run_1/floorplan.png
Scale bar: 50 µm. Pins as bars on the die edge. Tap cells in grey.
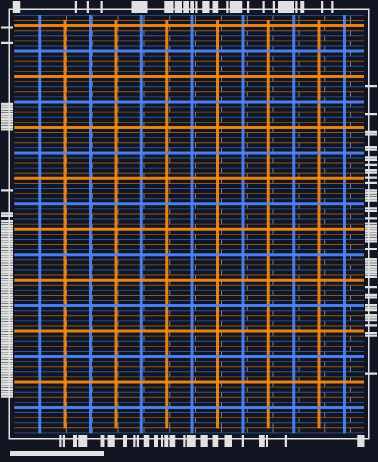
run_1/class_map.png
Scale bar: 50 µm.
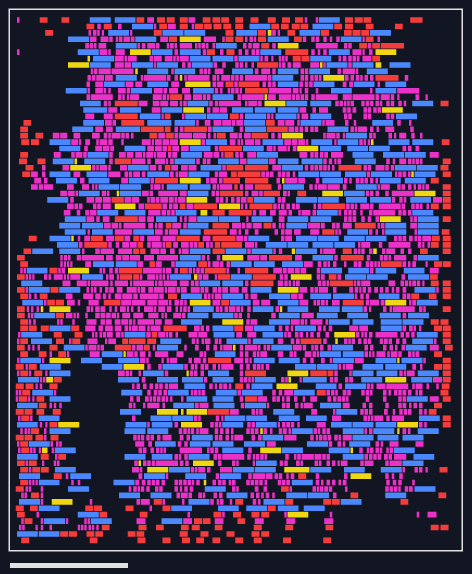
run_1/clock_wires.png
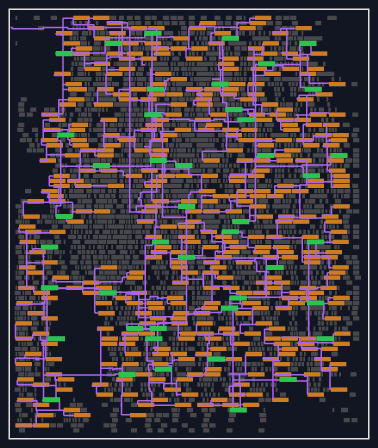
===== src/rtl/fadd_rs_pkg.sv =====
// Shared types for the FP-add reservation station: geometry, entry layout, FSM states.
// No logic lives here apart from the CDB tag-match helper.
package fadd_rs_pkg;

  localparam int NUM_RS = 4;
  localparam int TAG_W  = 4;
  localparam int DATA_W = 32;
  localparam int AGE_W  = (NUM_RS > 1) ? $clog2(NUM_RS) : 1;
  localparam int IDX_W  = AGE_W;

  localparam logic [TAG_W-1:0] TAG_NONE = '0;

  typedef enum logic [1:0] {
    IDLE = 2'd0,
    EXEC = 2'd1,
    WB   = 2'd2
  } fsm_state_t;

  // age counts how many valid entries were dispatched before this one
  typedef struct packed {
    logic              valid;
    logic              issued;
    logic              sub;
    logic [TAG_W-1:0]  qj;
    logic [TAG_W-1:0]  qk;
    logic [DATA_W-1:0] vj;
    logic [DATA_W-1:0] vk;
    logic [AGE_W-1:0]  age;
  } rs_entry_t;

  function automatic logic tag_match(input logic vld, input logic [TAG_W-1:0] q,
                                     input logic [TAG_W-1:0] t);
    return vld && (q != TAG_NONE) && (q == t);
  endfunction

endpackage


===== src/rtl/fadd_rs_ctrl_if.sv =====
// Dispatch, CDB snoop, adder operand/result and CDB-request signals of the FP-add station.
// master = the controller, slave = the surrounding pipeline / testbench.
interface fadd_rs_ctrl_if;
  import fadd_rs_pkg::*;

  logic              flush;
  logic              disp_valid;
  logic              disp_ready;
  logic              disp_sub;
  logic [TAG_W-1:0]  disp_qj;
  logic [TAG_W-1:0]  disp_qk;
  logic [DATA_W-1:0] disp_vj;
  logic [DATA_W-1:0] disp_vk;
  logic [TAG_W-1:0]  disp_tag;
  logic              cdb_valid;
  logic [TAG_W-1:0]  cdb_tag;
  logic [DATA_W-1:0] cdb_data;
  logic [DATA_W-1:0] fu_x1;
  logic [DATA_W-1:0] fu_x2;
  logic [DATA_W-1:0] fu_x3;
  logic              res_valid;
  logic              res_ready;
  logic [TAG_W-1:0]  res_tag;
  logic [DATA_W-1:0] res_data;
  logic [NUM_RS-1:0] busy_mask;

  modport master (
    input  flush, disp_valid, disp_sub, disp_qj, disp_qk, disp_vj, disp_vk,
           cdb_valid, cdb_tag, cdb_data, fu_x3, res_ready,
    output disp_ready, disp_tag, fu_x1, fu_x2, res_valid, res_tag, res_data, busy_mask
  );

  modport slave (
    output flush, disp_valid, disp_sub, disp_qj, disp_qk, disp_vj, disp_vk,
           cdb_valid, cdb_tag, cdb_data, fu_x3, res_ready,
    input  disp_ready, disp_tag, fu_x1, fu_x2, res_valid, res_tag, res_data, busy_mask
  );

endinterface


===== src/rtl/fadd_rs_age_select.sv =====
// Picks the oldest ready entry (smallest age) as a one-hot grant; purely combinational.
// Ages of valid entries are unique, so no tie-break is needed.
module fadd_rs_age_select
  import fadd_rs_pkg::*;
(
  input  logic [NUM_RS-1:0]            ready,
  input  logic [NUM_RS-1:0][AGE_W-1:0] age,
  output logic [NUM_RS-1:0]            grant,
  output logic                         grant_vld
);

  logic [AGE_W-1:0] best_age;
  logic [IDX_W-1:0] best_idx;

  always_comb begin
    grant     = '0;
    grant_vld = 1'b0;
    best_age  = '0;
    best_idx  = '0;
    for (int i = 0; i < NUM_RS; i++) begin
      if (ready[i] && (!grant_vld || age[i] < best_age)) begin
        grant_vld = 1'b1;
        best_age  = age[i];
        best_idx  = IDX_W'(i);
      end
    end
    if (grant_vld) grant[best_idx] = 1'b1;
  end

endmodule


===== src/rtl/fadd_rs_ctrl.sv =====
// FADD/FSUB reservation station driving one shared adder; result valid LAT edges after issue,
// held until res_ready. FADD_RS_PERF_EN adds saturating issue/stall counters.
module fadd_rs_ctrl
  import fadd_rs_pkg::*;
#(
  parameter int TAG_BASE = 1,
  parameter int LAT      = 2
) (
  input  logic                 clk,
  input  logic                 rst_n,
  fadd_rs_ctrl_if.master       bus
`ifdef FADD_RS_PERF_EN
  ,
  output logic [31:0]          perf_issued,
  output logic [31:0]          perf_stall
`endif
);

  localparam int CNT_W = (LAT > 1) ? $clog2(LAT) : 1;

  rs_entry_t                   rs [NUM_RS];
  logic [NUM_RS-1:0]           valid_vec, ready_vec, grant;
  logic [NUM_RS-1:0][AGE_W-1:0] age_vec;
  logic                        grant_vld, free_found;
  logic [IDX_W-1:0]            grant_idx, free_idx, fly_idx;
  logic [AGE_W-1:0]            fly_age, new_age;
  rs_entry_t                   new_entry;

  fsm_state_t                  state;
  logic [CNT_W-1:0]            cnt;
  logic [DATA_W-1:0]           fu_x1_q, fu_x2_q, res_data_q;
  logic [TAG_W-1:0]            res_tag_q;
  logic                        res_valid_q;
  logic                        disp_fire, accept, issue_fire, free_fire;

  always_comb begin
    valid_vec = '0;
    ready_vec = '0;
    age_vec   = '0;
    for (int i = 0; i < NUM_RS; i++) begin
      valid_vec[i] = rs[i].valid;
      ready_vec[i] = rs[i].valid && !rs[i].issued &&
                     (rs[i].qj == TAG_NONE) && (rs[i].qk == TAG_NONE);
      age_vec[i]   = rs[i].age;
    end
  end

  fadd_rs_age_select u_age_select (
    .ready     (ready_vec),
    .age       (age_vec),
    .grant     (grant),
    .grant_vld (grant_vld)
  );

  always_comb begin
    grant_idx  = '0;
    free_idx   = '0;
    free_found = 1'b0;
    for (int i = 0; i < NUM_RS; i++) begin
      if (grant[i]) grant_idx = IDX_W'(i);
    end
    for (int i = NUM_RS - 1; i >= 0; i--) begin
      if (!valid_vec[i]) begin
        free_found = 1'b1;
        free_idx   = IDX_W'(i);
      end
    end
  end

  // Freed slot stays invisible to dispatch until next cycle: free_found uses pre-edge valids.
  assign disp_fire  = bus.disp_valid && free_found && !bus.flush;
  assign accept     = (state == WB) && res_valid_q && bus.res_ready;
  assign free_fire  = accept && !bus.flush;
  assign issue_fire = grant_vld && !bus.flush && ((state == IDLE) || accept);
  assign fly_age    = rs[fly_idx].age;

  // New entry is younger than everything that survives this edge.
  always_comb begin
    new_age = AGE_W'($countones(valid_vec) - (free_fire ? 1 : 0));
    new_entry        = '0;
    new_entry.valid  = 1'b1;
    new_entry.sub    = bus.disp_sub;
    new_entry.age    = new_age;
    new_entry.qj     = bus.disp_qj;
    new_entry.vj     = bus.disp_vj;
    new_entry.qk     = bus.disp_qk;
    new_entry.vk     = bus.disp_vk;
    if (tag_match(bus.cdb_valid, bus.disp_qj, bus.cdb_tag)) begin
      new_entry.qj = TAG_NONE;
      new_entry.vj = bus.cdb_data;
    end
    if (tag_match(bus.cdb_valid, bus.disp_qk, bus.cdb_tag)) begin
      new_entry.qk = TAG_NONE;
      new_entry.vk = bus.cdb_data;
    end
  end

  always_ff @(posedge clk or negedge rst_n) begin
    if (!rst_n) begin
      for (int i = 0; i < NUM_RS; i++) rs[i] <= '0;
    end else if (bus.flush) begin
      for (int i = 0; i < NUM_RS; i++) rs[i] <= '0;
    end else begin
      for (int i = 0; i < NUM_RS; i++) begin
        if (free_fire && fly_idx == IDX_W'(i)) begin
          rs[i] <= '0;
        end else if (rs[i].valid) begin
          if (tag_match(bus.cdb_valid, rs[i].qj, bus.cdb_tag)) begin
            rs[i].qj <= TAG_NONE;
            rs[i].vj <= bus.cdb_data;
          end
          if (tag_match(bus.cdb_valid, rs[i].qk, bus.cdb_tag)) begin
            rs[i].qk <= TAG_NONE;
            rs[i].vk <= bus.cdb_data;
          end
          if (free_fire && rs[i].age > fly_age) rs[i].age <= rs[i].age - AGE_W'(1);
          if (issue_fire && grant[i]) rs[i].issued <= 1'b1;
        end else if (disp_fire && free_idx == IDX_W'(i)) begin
          rs[i] <= new_entry;
        end
      end
    end
  end

  always_ff @(posedge clk or negedge rst_n) begin
    if (!rst_n) begin
      state       <= IDLE;
      cnt         <= '0;
      fly_idx     <= '0;
      fu_x1_q     <= '0;
      fu_x2_q     <= '0;
      res_valid_q <= 1'b0;
      res_tag_q   <= '0;
      res_data_q  <= '0;
    end else if (bus.flush) begin
      state       <= IDLE;
      res_valid_q <= 1'b0;
    end else begin
      if (accept) res_valid_q <= 1'b0;
      if (issue_fire) begin
        fu_x1_q <= rs[grant_idx].vj;
        fu_x2_q <= rs[grant_idx].vk ^ {rs[grant_idx].sub, {(DATA_W-1){1'b0}}};
        fly_idx <= grant_idx;
        cnt     <= CNT_W'(LAT - 1);
        state   <= EXEC;
      end else begin
        case (state)
          IDLE: ;
          EXEC: begin
            if (cnt == '0) begin
              res_data_q  <= bus.fu_x3;
              res_tag_q   <= TAG_W'(TAG_BASE + int'(fly_idx));
              res_valid_q <= 1'b1;
              state       <= WB;
            end else begin
              cnt <= cnt - CNT_W'(1);
            end
          end
          WB:      if (accept) state <= IDLE;
          default: state <= IDLE;
        endcase
      end
    end
  end

  assign bus.disp_ready = free_found;
  assign bus.disp_tag   = TAG_W'(TAG_BASE + int'(free_idx));
  assign bus.fu_x1      = fu_x1_q;
  assign bus.fu_x2      = fu_x2_q;
  assign bus.res_valid  = res_valid_q;
  assign bus.res_tag    = res_tag_q;
  assign bus.res_data   = res_data_q;
  assign bus.busy_mask  = valid_vec;

`ifdef FADD_RS_PERF_EN
  always_ff @(posedge clk or negedge rst_n) begin
    if (!rst_n) begin
      perf_issued <= '0;
      perf_stall  <= '0;
    end else if (bus.flush) begin
      perf_issued <= '0;
      perf_stall  <= '0;
    end else begin
      if (issue_fire && perf_issued != '1) perf_issued <= perf_issued + 32'd1;
      if (state == WB && !bus.res_ready && perf_stall != '1) perf_stall <= perf_stall + 32'd1;
    end
  end
`endif

endmodule


===== src/flat_wrapper.sv =====
// flat-port wrapper written by rule: the top's interface ports become plain ports
module fadd_rs_ctrl_flat import fadd_rs_pkg::*;
#(
  parameter int TAG_BASE = 1,
  parameter int LAT      = 2
)
  (clk, rst_n, bus_flush, bus_disp_valid, bus_disp_sub, bus_disp_qj, bus_disp_qk, bus_disp_vj, bus_disp_vk, bus_cdb_valid, bus_cdb_tag, bus_cdb_data, bus_fu_x3, bus_res_ready, bus_disp_ready, bus_disp_tag, bus_fu_x1, bus_fu_x2, bus_res_valid, bus_res_tag, bus_res_data, bus_busy_mask);
  fadd_rs_ctrl_if bus_i ();
  input  logic clk;
  input  logic rst_n;
  input wire logic [$bits(bus_i.flush)-1:0] bus_flush;
  input wire logic [$bits(bus_i.disp_valid)-1:0] bus_disp_valid;
  input wire logic [$bits(bus_i.disp_sub)-1:0] bus_disp_sub;
  input wire logic [$bits(bus_i.disp_qj)-1:0] bus_disp_qj;
  input wire logic [$bits(bus_i.disp_qk)-1:0] bus_disp_qk;
  input wire logic [$bits(bus_i.disp_vj)-1:0] bus_disp_vj;
  input wire logic [$bits(bus_i.disp_vk)-1:0] bus_disp_vk;
  input wire logic [$bits(bus_i.cdb_valid)-1:0] bus_cdb_valid;
  input wire logic [$bits(bus_i.cdb_tag)-1:0] bus_cdb_tag;
  input wire logic [$bits(bus_i.cdb_data)-1:0] bus_cdb_data;
  input wire logic [$bits(bus_i.fu_x3)-1:0] bus_fu_x3;
  input wire logic [$bits(bus_i.res_ready)-1:0] bus_res_ready;
  output wire logic [$bits(bus_i.disp_ready)-1:0] bus_disp_ready;
  output wire logic [$bits(bus_i.disp_tag)-1:0] bus_disp_tag;
  output wire logic [$bits(bus_i.fu_x1)-1:0] bus_fu_x1;
  output wire logic [$bits(bus_i.fu_x2)-1:0] bus_fu_x2;
  output wire logic [$bits(bus_i.res_valid)-1:0] bus_res_valid;
  output wire logic [$bits(bus_i.res_tag)-1:0] bus_res_tag;
  output wire logic [$bits(bus_i.res_data)-1:0] bus_res_data;
  output wire logic [$bits(bus_i.busy_mask)-1:0] bus_busy_mask;
  assign bus_i.flush = bus_flush;
  assign bus_i.disp_valid = bus_disp_valid;
  assign bus_i.disp_sub = bus_disp_sub;
  assign bus_i.disp_qj = bus_disp_qj;
  assign bus_i.disp_qk = bus_disp_qk;
  assign bus_i.disp_vj = bus_disp_vj;
  assign bus_i.disp_vk = bus_disp_vk;
  assign bus_i.cdb_valid = bus_cdb_valid;
  assign bus_i.cdb_tag = bus_cdb_tag;
  assign bus_i.cdb_data = bus_cdb_data;
  assign bus_i.fu_x3 = bus_fu_x3;
  assign bus_i.res_ready = bus_res_ready;
  assign bus_disp_ready = bus_i.disp_ready;
  assign bus_disp_tag = bus_i.disp_tag;
  assign bus_fu_x1 = bus_i.fu_x1;
  assign bus_fu_x2 = bus_i.fu_x2;
  assign bus_res_valid = bus_i.res_valid;
  assign bus_res_tag = bus_i.res_tag;
  assign bus_res_data = bus_i.res_data;
  assign bus_busy_mask = bus_i.busy_mask;
  fadd_rs_ctrl #(.TAG_BASE(TAG_BASE), .LAT(LAT)) u_core (.clk(clk), .rst_n(rst_n), .bus(bus_i));
endmodule

===== config.mk =====
export PLATFORM = sky130hd
export DESIGN_NAME = fadd_rs_ctrl_flat
export DESIGN_NICKNAME = d
export VERILOG_FILES = /design/src/rtl/fadd_rs_pkg.sv /design/src/rtl/fadd_rs_ctrl_if.sv /design/src/rtl/fadd_rs_age_select.sv /design/src/rtl/fadd_rs_ctrl.sv /design/src/flat_wrapper.sv
export SDC_FILE = /design/constraint.sdc
export NUM_CORES = 1
export LEC_CHECK = 0
export CORE_ASPECT_RATIO = 1.2
export CORE_MARGIN = 2
export CORE_UTILIZATION = 51
export CTS_BUF_LIST = sky130_fd_sc_hd__clkbuf_16
export CTS_CLUSTER_SIZE = 24
export DETAILED_ROUTE_END_ITERATION = 12
export GPL_TIMING_DRIVEN = 0
export PLACE_DENSITY = 0.76
export REMOVE_ABC_BUFFERS = 1
export SKIP_CTS_REPAIR_TIMING = 1
export SLEW_MARGIN = 20
export SYNTH_ARGS = -nofsm -noshare
export SYNTH_HDL_FRONTEND = slang
export SYNTH_SLANG_ARGS = --single-unit

===== constraint.sdc =====
create_clock -name clk -period 4.6 [get_ports clk]
set_input_delay 0.92 -clock clk [delete_from_list [all_inputs] [get_ports clk]]
set_output_delay 0.92 -clock clk [all_outputs]
set_load 0.02 [all_outputs]

==> deck_impl_summary.md, run 1 <==
Physical Implementation Snapshot

Placed design
  – Global placer's final weighted congestion: 0.8655
  – Port Buffers: 254
  – Placed cell areas: 25,330 µm²
  – Detailed Place HPWL: 47.53 mm

Floorplan
  – Chip area: 43,720 µm²
  – # IOs: 257
  – Die width: 191.2 µm

Synth
  – Yosys reg bits: 413
  – Most numerous cell in the Yosys netlist: o21ai_0
  – Synth Area in XOR/XNOR: 1.511%
  – Post-synth EDFFs: 0
  – Compound Share, Synth: 24.42%
  – Yosys warning tally: 0
  – Ys cells: 2,401
  – Top cells by count, synth: o21ai_0 (522), nand2_1 (449), dfrtp_1 (413)
  – Dominant register cell: dfrtp_1
  – Syn Inst Count: 2,401
  – Ys async rst share: 100.0%
  – Simple share: 12.74%
  – Synth top area share: 48.18%
  – Post-synthesis cell type count: 67
  – Synth Cell Area: 21,450 µm²
  – MUX area fraction: 6.942%
  – Post-synthesis sequential area ratio: 48.18%
  – Post-synth area hogs: dfrtp_1 (48%), o21ai_0 (12%), nand2_1 (7.9%)
  – Top logic family: AND-OR/OR-AND gates

Min path
  – Hold crit path type: in2async

Detailed routing
  – # DRC: 0
  – Top layer reached by signal wires: met5
  – Vias: 21,010
  – DRT iter0 DRCs: 2,624
  – Met2 routed WL: 35.84 mm
  – Number of vias per cell: 6.589
  – Remaining antenna violation count: 0
  – Met1 Routed Length: 28.07 mm
  – Final wirelength: 78.47 mm
  – WL met3: 8.677 mm
  – Wire per inst: 24.61 µm

Pwr
  – Reg power frac: 43.0%
  – Combinational Power: 2160 µW
  – LEAKAGE: 0.01190 µW
  – Clock net power: 3380 µW
  – Seq pwr: 4190 µW
  – Clock power share: 34.8%
  – Power Dens Cells: 348.2 nW/µm²
  – Combinational share of power: 22.2%
  – Sw Ratio: 30.33%
  – Top pwr grp: sequential cells

Worst setup path
  – Crit-path leading delay family: simple AND/OR/NAND/NOR gates
  – Crit-path max cell delay: 0.42 ns
  – Critical Path Start Type: flip-flop
  – CP Buf/Inv Count: 4
  – CP max-delay cell: dfrtp_1
  – Worst endpoint data arrival time: 5.44 ns
  – Critical path depth: 23
  – CP required: 5.02 ns
  – R2R cell count: 23
  – Setup CP Type: reg2reg
  – Crit-path max FO: 12
  – Reg2reg start: u_core.rs[306]$_DFFE_PN0P_
  – Setup crit end kind: flip-flop
  – Crit path cell chain: nor4b_4 -> and3_4 -> nand2_4 -> ha_4 -> a21oi_4 -> nor2_2 -> nor2_2 -> buf_4 -> o21a_1 -> ha_1 -> nor3_2 -> a21bo_4 -> and2_4 -> buf_12 -> a21o_1 -> ha_4 -> nor2_4 -> o21a_1 -> a31o_4 -> buf_12 -> clkbuf_16 -> nor3_1 -> o21ai_1

Clocking
  – TritonCTS buffer count: 44
  – Clk slew on worst S/H paths: 0.06 ns
  – H-tree lvl count: 2
  – Max clock buf depth: 3
  – CTS tree: built

Layout
  – Fin nets: 2,777
  – Layout cell share with drive strength beyond 1: 14.27%
  – Area delta synth->final: 30.34%
  – Most instantiated logic cells after routing: o21ai_0 (516), nand2_1 (446), dfrtp_1 (408)
  – Top cell excl fill/tap: o21ai_0
  – Final Util: 67.12%

Global route
  – GRT Overall Usage: 32.70%
  – Largest net degree at the start of global routing: 101
  – Antenna violations before repair: 3
  – Total grt overflow: 0
  – GRT Max-Usage Layer: met2
  – GR Util met3: 6.525%
  – M1 GR Usage: 40.44%
  – Routing usage on met2: 52.73%

STA
  – Final setup vio count: 69
  – Final hold violations: 0
  – Part of the cycle the worst path needs: 109.1%
  – Slew margin rel.: 4.534%
  – Slew Viols, Final: 0
  – Hold Worst Slack: 0.2556 ns
  – Crit path time final: 5.019 ns
  – Worst-margin pin slew: 1.417 ns
  – Max Fclk: 199.2 MHz
  – Setup WS post-layout: -0.4192 ns
  – RSZ-0062 raised after global routing: true

Status
  – Failing checks: setup timing
  – Status: finished, violations left

Run
  – Maximum capacitance violations: 0
About floorplan.png:
legend:
  orange:
    net: VDD
  blue:
    net: VSS
met5 straps: 16
signal pins: 257
rows: 82
met1 rails: 83
tap cells: 546
Max VDD drop: 0.0003549 V
Vert. Die Dim: 228.7 µm

About class_map.png:
legend:
  magenta:
    class: remaining logic cells
    cells: 1,795
  yellow:
    class: clock drivers and dummy loads
    cells: 80
  blue:
    class: sequential cells
    cells: 413
  red:
    class: remaining buffers and delay cells
    cells: 354
row count: 82
design area: 27,960 µm²
core area: 41,660 µm²

About clock_wires.png:
legend:
  orange:
    item: flip-flops
    count: 413
  purple:
    item: clock wires
    length: 5,290 µm
  green:
    item: clock-net drivers
    count: 44
routed clock nets: 45
clock skew: 0.01574 ns
clk latency late pin: 0.57 ns

## run 1: path summary, 6_finish.rpt
path	end	slack (ns)
worst max-delay path	u_core.bus.fu_x2[27]$_DFFE_PN0P_	-0.42
worst max register to register	u_core.bus.fu_x2[27]$_DFFE_PN0P_	-0.42
min in group clk	u_core.bus.res_data[31]$_DFFE_PN0P_	0.48
worst min register to register	u_core.bus.res_data[31]$_DFFE_PN0P_	0.48
max in group asynchronous	u_core.bus.res_data[28]$_DFFE_PN0P_	2.76
worst min-delay path	u_core.bus.fu_x2[14]$_DFFE_PN0P_	0.26
## run 1: final cells by class
type / count / area (µm²) / area share (%)
Multi-Input combinational cell: 1744 / 10970 / 39.23
Clock inverter: 35 / 206.4 / 0.7385
Timing Repair Buffer: 354 / 4429 / 15.84
Clock buffer: 45 / 1126 / 4.028
Antenna cell: 1 / 2.502 / 0.008951
Tap cell: 546 / 683.2 / 2.444
Sequential cell: 413 / 10350 / 37.03
Inverter: 51 / 191.4 / 0.6847
## run 1: sequential cells by signal, summed over array words and instances, names as in the netlist
register / count
u_core.age_vec: 8
u_core.bus.busy_mask: 4
u_core.bus.fu_x1: 32
u_core.bus.fu_x2: 32
u_core.bus.res_data: 32
u_core.bus.res_tag: 3
u_core.bus.res_valid: 1
u_core.cnt: 1
u_core.fly_idx: 2
u_core.rs: 296
u_core.state: 2
## run 1: stage by stage
step / worst slack (ns) / cells / power (µW) / TNS, ns
2_1_floorplan: -3.580 / 2207 / 5121 / -412.34
3_3_place_gp: -15.49 / 3007 / 6168 / -8161.48
3_5_place_dp: -1.560 / 3064 / 6320 / -101.85
4_1_cts: -1.596 / 3144 / 9659 / -96.17
5_1_grt: -0.4816 / 3189 / 10060 / -26.73
6_report: -0.4192 / 3189 / 9733 / -19.45
--- run 2 (diff from run 1) ---
CORE_MARGIN = default   (was 2)
CORE_UTILIZATION = 55   (was 51)
DONT_BUFFER_PORTS = 1   (was default)
PLACE_DENSITY = 0.79   (was 0.76)
run_2/class_map.png
Scale bar: 50 µm.
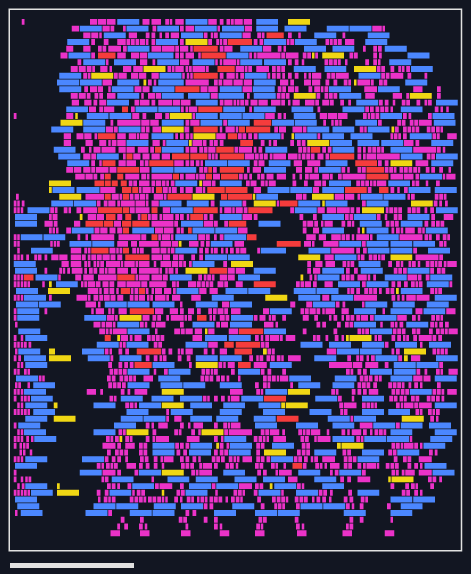
legend:
  red:
    class: remaining buffers and delay cells
    cells: 96
  yellow:
    class: clock drivers and dummy loads
    cells: 77
  blue:
    class: sequential cells
    cells: 413
  magenta:
    class: remaining logic cells
    cells: 1,797
flop share of the area: 41.43%
design area: 24,980 µm²
Final Util: 65.47%

run_2/floorplan.png
Scale bar: 50 µm. Pins as bars on the die edge. Tap cells in grey.
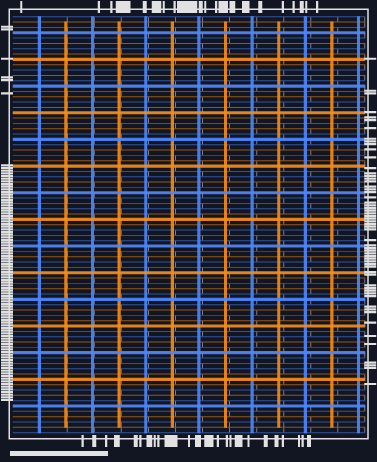
legend:
  blue:
    net: VSS
  orange:
    net: VDD
met5 straps: 15
met1 rails: 79
rows: 78
die width: 182.3 µm
Max VDD drop: 0.0003481 V
Vert. Die Dim: 218.3 µm
core area: 38,160 µm²

==> run 2 against run 1 <==
  * The flow still finishes with violations (setup timing)
  * Register-to-register slack better by 0.04 ns
  * Non-clock buffer count is 258 lower
  * Critical path type unchanged
  * Combinational power is 54% lower
  * Largest power group unchanged
  * First-iteration DRC count is 7.4% higher
  * Flip-flop count stayed put
  * Critical path depth is 1 lower
  * Cell count is 8.7% lower
  * Setup slack better by 0.045 ns
==> deck_impl_summary.md, run 2 <==
Physical Implementation Snapshot

Status
  – Status: finished, violations left
  – Failing checks: setup timing

Detailed routing
  – Vias: 20,030 (-4.7%)
  – # DRC: 0 (unchanged)
  – Wire per inst: 26.48 µm (+7.6%)
  – Remaining antenna violation count: 0 (unchanged)
  – Iteration tally of the first detailed-router pass: 8
  – Number of vias per cell: 6.882 (+4.4%)
  – Final wirelength: 77.06 mm (-1.8%)
  – DRT iter0 DRCs: 2,817 (+7.4%)

Synth
  – Top cells by count, synth: o21ai_0 (522), nand2_1 (449), dfrtp_1 (413)
  – Post-synthesis sequential area ratio: 48.18% (unchanged)
  – Yosys reg bits: 413 (unchanged)
  – Synth top area share: 48.18% (unchanged)
  – Ys cells: 2,401 (unchanged)
  – Adder Area Share: 1.318%
  – Syn Inst Count: 2,401 (unchanged)
  – Post-synth EDFFs: 0 (unchanged)
  – MUX area fraction: 6.942% (unchanged)
  – Post-synthesis cell type count: 67 (unchanged)
  – Simple share: 12.74% (unchanged)
  – Synth Area in XOR/XNOR: 1.511% (unchanged)
  – Most numerous cell in the Yosys netlist: o21ai_0
  – Compound Share, Synth: 24.42% (unchanged)
  – Syn Area/Cell: 8.933 µm²
  – Dominant register cell: dfrtp_1
  – Biggest area consumer among synthesized cells: dfrtp_1
  – Synth Cell Area: 21,450 µm² (unchanged)
  – Yosys warning tally: 0 (unchanged)
  – Post-synth area hogs: dfrtp_1 (48%), o21ai_0 (12%), nand2_1 (7.9%)
  – Top logic family: AND-OR/OR-AND gates
  – Yosys Chip Area: 21,450 µm²
  – Ys async rst share: 100.0% (unchanged)

Global route
  – Antenna violations before repair: 9 (+6)
  – First-pass GRT wire length: 105.1 mm
  – Vias in the first global route: 18,740
  – Total grt overflow: 0 (unchanged)
  – Largest net degree at the start of global routing: 414 (+310%)
  – GRT Overall Usage: 34.40% (+1.7 points)

Worst setup path
  – Worst endpoint data arrival time: 5.45 ns (about the same)
  – Crit path cell chain: nor3_2 -> and3_4 -> nand2_4 -> ha_4 -> a21oi_2 -> nor2_1 -> nor2_2 -> nand2_1 -> o21a_1 -> ha_1 -> nor3_2 -> a21bo_4 -> and2_4 -> a21o_1 -> ha_4 -> nor3_4 -> o31a_1 -> a31o_4 -> buf_4 -> clkbuf_16 -> nor3_1 -> o21ai_1
  – CP required: 5.08 ns (+0.06 ns)
  – Setup CP Type: reg2reg
  – Crit-path leading delay family: simple AND/OR/NAND/NOR gates
  – Setup crit end kind: flip-flop
  – CP Buf/Inv Count: 2 (-2)
  – Critical path depth: 22 (-4.3%)
  – R2R cell count: 22 (-4.3%)
  – Critical Path Start Type: flip-flop
  – Crit-path max cell delay: 0.41 ns (about the same)
  – CP max-delay cell: dfrtp_1
  – Crit-path max FO: 10 (-2)

STA
  – Worst-margin pin slew: 1.397 ns (-0.02043 ns)
  – Part of the cycle the worst path needs: 108.1% (-0.97 points)
  – Max Fclk: 201.0 MHz (+0.90%)
  – Clock skew: 0.02444 ns (+0.008701 ns)
  – Total negative slack: -19.28 ns (+0.1639 ns)
  – Hold Worst Slack: 0.05871 ns (-0.1969 ns)
  – Setup WS post-layout: -0.3744 ns (+0.04475 ns)
  – Slew margin rel.: 6.895% (+2.4 points)
  – Final hold violations: 0 (unchanged)
  – Slew Viols, Final: 0 (unchanged)
  – RSZ-0062 raised after global routing: true
  – Final setup vio count: 75 (+8.7%)
  – Crit path time final: 4.974 ns (-0.04475 ns)

Placed design
  – Placed Cells: 2,776 (-9.4%)
  – Port Buffers: 0 (-100%)
  – Place WS: -1.570 ns (-0.01031 ns)
  – Placed cell areas: 22,510 µm² (-11%)
  – Global placer's final weighted congestion: 0.9302 (+7.5%)
  – Detailed Place HPWL: 44.86 mm (-5.6%)

Clocking
  – H-tree lvl count: 2 (unchanged)
  – Clk slew on worst S/H paths: 0.06 ns (about the same)
  – Clock Sinks: 413
  – Clk latency late pin: 0.57 ns (about the same)
  – CTS tree: built
  – Root Buffer: clkbuf_16
  – TritonCTS buffer count: 44 (unchanged)
  – Max clock buf depth: 3 (unchanged)

Pwr
  – Power Dens Cells: 352.2 nW/µm² (+1.2%)
  – LEAKAGE: 0.01084 µW (-9.0%)
  – Sw Ratio: 30.82% (+0.49 points)
  – Combinational share of power: 11.4% (-11 points)
  – Clock power share: 36.6% (+1.8 points)
  – Int Power: 6088 µW
  – Total power draw: 8800 µW (-9.6%)
  – Reg power frac: 52.0% (+9.0 points)
  – NetSw: 2712 µW

Min path
  – Hold crit path type: in2async

Layout
  – Area delta synth->final: 16.48%
  – Largest Register: u_core.rs
  – Fin nets: 2,521 (-9.2%)
  – Post-Layout Cell Count: 2,910 (-8.7%)
  – Top cell excl fill/tap: o21ai_0
  – Most instantiated logic cells after routing: o21ai_0 (516), nand2_1 (446), dfrtp_1 (408)
  – Max FFs per register: 296 (unchanged)
  – Fillers: 2,845
  – Layout cell share with drive strength beyond 1: 15.44% (+1.2 points)

Floorplan
  – Row count: 78 (-4.9%)
  – Starting Density: 56.21%
  – Chip area: 39,800 µm² (-9.0%)
  – # IOs: 257 (unchanged)

Run
  – Count of tool warnings: 35
  – Maximum capacitance violations: 0 (unchanged)
## run 2: cell counts after synthesis
Identical to the previous run, type by type.
## run 2: layout make-up
| class | instances | area, µm² | share of cell area [%] |
|---|---|---|---|
| multi-input combinational | 1746 | 10870 | 43.50 |
| sequential | 413 | 10350 | 41.43 |
| timing repair buffer | 96 | 1649 | 6.601 |
| clock buffer | 45 | 1126 | 4.507 |
| tap | 520 | 650.6 | 2.604 |
| inverter | 51 | 191.4 | 0.7662 |
| clock inverter | 32 | 130.1 | 0.5208 |
| antenna | 7 | 17.52 | 0.07011 |
## run 2: power groups by stage
| stage | sequential, µW | clock, µW | combinational [µW] |
|---|---|---|---|
| after CTS | 4580 | 3210 | 908 |
| after floorplan | 4540 | 0 | 584 |
| final | 4580 | 3220 | 1000 |
| after global routing | 4610 | 3360 | 1090 |
| after detailed placement | 4630 | 0 | 911 |
| after global placement | 4640 | 0 | 767 |
## run 2: worst paths after layout
check,startpoint,slack [ns],end
worst max-delay path,u_core.rs[297]$_DFFE_PN0P_,-0.37,u_core.bus.fu_x1[30]$_DFFE_PN0P_
worst min-delay path,rst_n,0.06,u_core.rs[149]$_DFFE_PN0P_
worst max register to register,u_core.rs[297]$_DFFE_PN0P_,-0.37,u_core.bus.fu_x1[30]$_DFFE_PN0P_
worst min register to register,u_core.rs[167]$_DFFE_PN0P_,0.48,u_core.rs[167]$_DFFE_PN0P_
max in group asynchronous,rst_n,3.24,u_core.bus.busy_mask[2]$_DFF_PN0_
min in group clk,bus_flush,0.41,u_core.state[1]$_DFFE_PN0P_
## run 2: per-layer routing
layer / wire length (µm) / vias to the layer above / global-route usage [%]
li1: - / 8466 / -
met1: 27650 / 9617 / 41.70
met2: 35170 / 1542 / 56.35
met3: 9303 / 398 / 7.965
met4: 4905 / 4 / 19.92
met5: 32 / - / 0
Power and IR drop assume default switching activity.
